==> src/rtl/sym_deframer.sv <==
// sym_deframer: hunts for a sync word in a serial bit stream, then slices framed W-bit data symbols
module sym_deframer #(
    parameter int             W          = 3,
    parameter logic [W-1:0]   SYNC       = 3'b101,
    parameter int             FRAME_SYMS = 4,
    parameter int             MAX_MISS   = 2
) (
    input  logic         clk,
    input  logic         rst,
    input  logic         bit_in,
    input  logic         bit_valid,
    output logic [W-1:0] sym,
    output logic         sym_valid,
    output logic         locked,
    output logic         sync_err
);
    localparam int BW = $clog2(W);
    localparam int SW = $clog2(FRAME_SYMS + 1);
    localparam int MW = $clog2(MAX_MISS + 1);
    localparam logic [BW-1:0] LAST_BIT  = BW'(W - 1);
    localparam logic [SW-1:0] LAST_SYM  = SW'(FRAME_SYMS - 1);
    localparam logic [MW-1:0] LAST_MISS = MW'(MAX_MISS - 1);

    typedef enum logic [1:0] {HUNT, DATA, SYNC_CHK} state_t;

    state_t        r_state, w_state;
    logic [W-2:0]  r_sh, w_sh;
    logic [BW-1:0] r_fill, w_fill, r_bit, w_bit;
    logic [SW-1:0] r_syms, w_syms;
    logic [MW-1:0] r_miss, w_miss;
    logic [W-1:0]  r_sym, w_sym;
    logic          r_sym_valid, w_sym_valid, r_locked, w_locked, r_sync_err, w_sync_err;
    logic [W-1:0]  w_win;

    assign w_win     = {r_sh, bit_in};
    assign sym       = r_sym;
    assign sym_valid = r_sym_valid;
    assign locked    = r_locked;
    assign sync_err  = r_sync_err;

    // next-state and datapath: nothing moves unless a bit is presented, pulses default low
    always_comb begin
        w_state     = r_state;
        w_sh        = r_sh;
        w_fill      = r_fill;
        w_bit       = r_bit;
        w_syms      = r_syms;
        w_miss      = r_miss;
        w_sym       = r_sym;
        w_locked    = r_locked;
        w_sym_valid = 1'b0;
        w_sync_err  = 1'b0;
        if (bit_valid) begin
            w_sh = w_win[W-2:0];
            case (r_state)
                HUNT: begin
                    w_fill = (r_fill == LAST_BIT) ? r_fill : r_fill + 1'b1;
                    if (w_win == SYNC && r_fill == LAST_BIT) begin
                        w_state  = DATA;
                        w_locked = 1'b1;
                        w_bit    = '0;
                        w_syms   = '0;
                        w_miss   = '0;
                    end
                end
                DATA: begin
                    w_bit = (r_bit == LAST_BIT) ? '0 : r_bit + 1'b1;
                    if (r_bit == LAST_BIT) begin
                        w_sym       = w_win;
                        w_sym_valid = 1'b1;
                        w_syms      = r_syms + 1'b1;
                        w_state     = (r_syms == LAST_SYM) ? SYNC_CHK : DATA;
                    end
                end
                SYNC_CHK: begin
                    w_bit = (r_bit == LAST_BIT) ? '0 : r_bit + 1'b1;
                    if (r_bit == LAST_BIT) begin
                        w_syms = '0;
                        if (w_win == SYNC) begin
                            w_miss  = '0;
                            w_state = DATA;
                        end else begin
                            w_sync_err = 1'b1;
                            w_miss     = r_miss + 1'b1;
                            if (r_miss == LAST_MISS) begin
                                w_state  = HUNT;
                                w_locked = 1'b0;
                                w_fill   = '0;
                            end else begin
                                w_state = DATA;
                            end
                        end
                    end
                end
                default: w_state = HUNT;
            endcase
        end
    end

    // state and output registers, cleared immediately by the active-low reset
    always_ff @(posedge clk or negedge rst) begin
        if (!rst) begin
            r_state     <= HUNT;
            r_sh        <= '0;
            r_fill      <= '0;
            r_bit       <= '0;
            r_syms      <= '0;
            r_miss      <= '0;
            r_sym       <= '0;
            r_sym_valid <= 1'b0;
            r_locked    <= 1'b0;
            r_sync_err  <= 1'b0;
        end else begin
            r_state     <= w_state;
            r_sh        <= w_sh;
            r_fill      <= w_fill;
            r_bit       <= w_bit;
            r_syms      <= w_syms;
            r_miss      <= w_miss;
            r_sym       <= w_sym;
            r_sym_valid <= w_sym_valid;
            r_locked    <= w_locked;
            r_sync_err  <= w_sync_err;
        end
    end
endmodule

==> config.mk <==
export PLATFORM = sky130hd
export DESIGN_NAME = sym_deframer
export DESIGN_NICKNAME = d
export VERILOG_FILES = /design/src/rtl/sym_deframer.sv
export SDC_FILE = /design/constraint.sdc
export NUM_CORES = 1
export LEC_CHECK = 0
export CORE_MARGIN = 5
export CORE_UTILIZATION = 49
export DETAILED_ROUTE_END_ITERATION = 12
export PLACE_DENSITY = 0.73
export SYNTH_ARGS = -nofsm -noshare
export SYNTH_HDL_FRONTEND = slang
export SYNTH_SLANG_ARGS = --single-unit
==> constraint.sdc <==
create_clock -name clk -period 1.7 [get_ports clk]
set_input_delay 0.34 -clock clk [delete_from_list [all_inputs] [get_ports clk]]
set_output_delay 0.34 -clock clk [all_outputs]
set_load 0.02 [all_outputs]
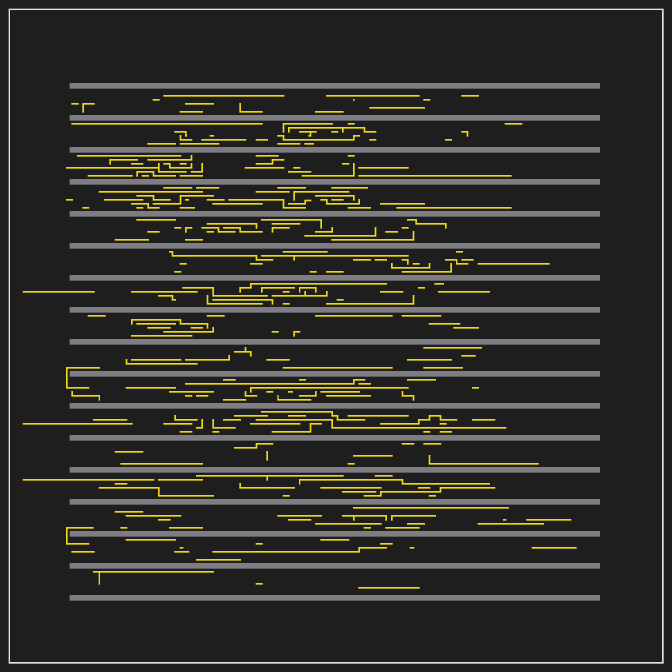
met1.png
Supply wires on this layer in grey.
The layer carries 887 µm of wire. The longest straight run is 16.1 µm. The wires run mostly horizontal. The layer holds 47% of the routed length. 125 nets have wire on it.

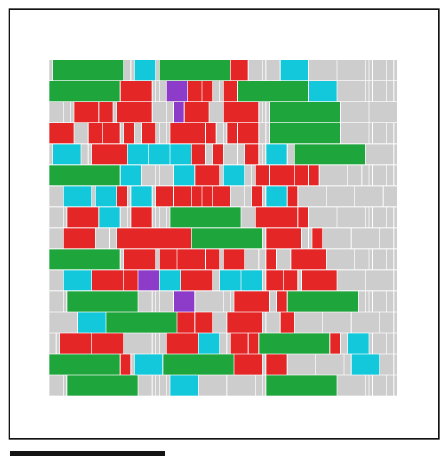
cell_classes.png
Bar = 20 µm. Fill, decap, tap and diode cells in grey.
all other logic: marked red, cells 72, share of their area 43%. clock drivers and dummy loads: marked purple, cells 4, share of their area 2.1%. other buffers and delay cells: marked cyan, cells 26, share of their area 17%. flip-flops: marked green, cells 19, share of their area 38%.

==> ds_physical_params.txt <==
Characteristics after synthesis and place and route

Parameter                              Value

Logic synthesis
  Average instance area after synthesis .................. 10.86 µm²
  Synthesized-area fraction occupied by and/or/nand/nor cells .................. 15.12%
  Post-synthesis sequential element count .................. 19
  Number of cells in the yosys synthesis report .................. 93
  Dominant non-sequential cell family after synthesis .................. simple AND/OR/NAND/NOR gates
  Flip-flop cell with the highest count after synthesis .................. dfrtp_1

Critical path
  Critical path endpoint .................. r_bit[0]$_DFFE_PN0P_
  Cell type group with the largest total delay on the critical path .................. simple AND/OR/NAND/NOR gates
  Worst-path cell chain .................. inv_1 > ha_1 > and4b_2 > nor2_2 > or3_1 > mux2_2
  Critical-path cell with the highest stage delay .................. dfrtp_1

Floorplanning
  Ports placed on the boundary .................. 10
  DIE AREA .................. 3069 µm²

Drt
  Post-DR vias/cell .................. 5.385

Global route
  Pin count of the biggest net entering global routing .................. 20

Finish
  Final instance count without filler cells .................. 148

Clock network
  Htree depth .................. 1

Power
  Pwr/cell area .................. 1367 nW/µm²

Final timing
  Crit share post-route .................. 98.64%
  Shortest clock period the worst path allows after layout .................. 1.677 ns

Placement
  Number of I/O port buffers .................. 9

Status
  Outcome .................. complete, no violations
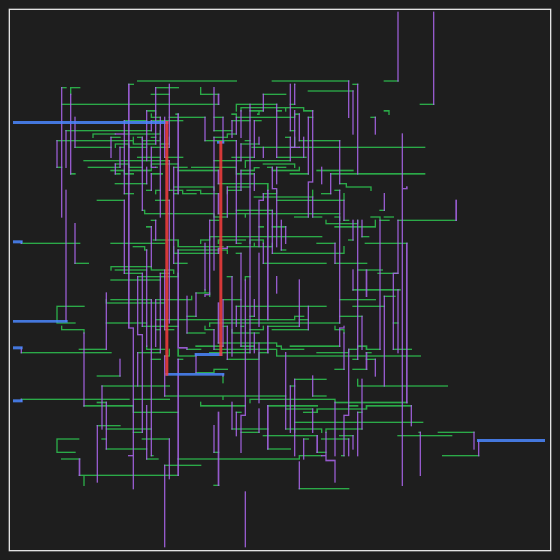
metal_stack.png
met2: marked purple, wire length 919 µm. met3: marked blue, wire length 38.2 µm. met1: marked green, wire length 887 µm. met4: marked red, wire length 47.6 µm.

power by group through the flow:
stage	clock network (µW)	registers, µW	logic, µW
after global routing	262	680	992
after floorplan	0	691	489
final	227	659	887
after detailed placement	0	668	855
after global placement	0	660	833
after CTS	237	659	862
per-stage QoR:
| step | hold slack [ns] | setup TNS, ns | utilization [%] |
|---|---|---|---|
| 2_1_floorplan | 0.04441 | 0 | - |
| 3_3_place_gp | 0.4846 | -0.4356 | 63.90 |
| 3_5_place_dp | 0.4979 | -0.8181 | 63.90 |
| 4_1_cts | 0.3708 | 0 | 65.24 |
| 5_1_grt | 0.3629 | -0.03455 | 66.14 |
| 6_report | 0.3650 | 0 | 66.14 |
layout make-up:
type	instances	area, µm²
Timing Repair Buffer	26	217.7
Inverter	9	33.78
Fill cell	167	664.4
Multi-Input combinational cell	63	510.5
Sequential cell	19	475.5
Tap cell	27	33.78
Clock buffer	4	26.28
layer usage:
metal / track usage, % / part of all wire, % / routed length (µm) / vias up
li1: - / - / - / 389
met2: 22.97 / 49 / 919 / 8
met3: 3.030 / 2.0 / 38 / 4
met5: 0 / 0 / 0 / -
met1: 17.93 / 47 / 887 / 396
met4: 8.333 / 2.5 / 47 / 0
cells in the final DEF, fill, tap and decap left out, types with 3 or more instances in the layout:
| master | netlist | routed |
|---|---|---|
| nand3_1 | 3 | 3 |
| nor2_2 | 1 | 3 |
| buf_4 | 0 | 17 |
| clkdlybuf4s50_1 | 0 | 9 |
| nand2_1 | 7 | 7 |
| dfrtp_1 | 19 | 19 |
| ha_1 | 8 | 7 |
| clkbuf_4 | 0 | 3 |
| o21ai_0 | 7 | 7 |
| mux2_2 | 7 | 7 |
| inv_1 | 9 | 8 |
timing repair:
item                       CTS  global route
setup buffers                0             0
resized                      0             5
setup endpoints to repair    0             7
Power is estimated from default activity; no workload was simulated.
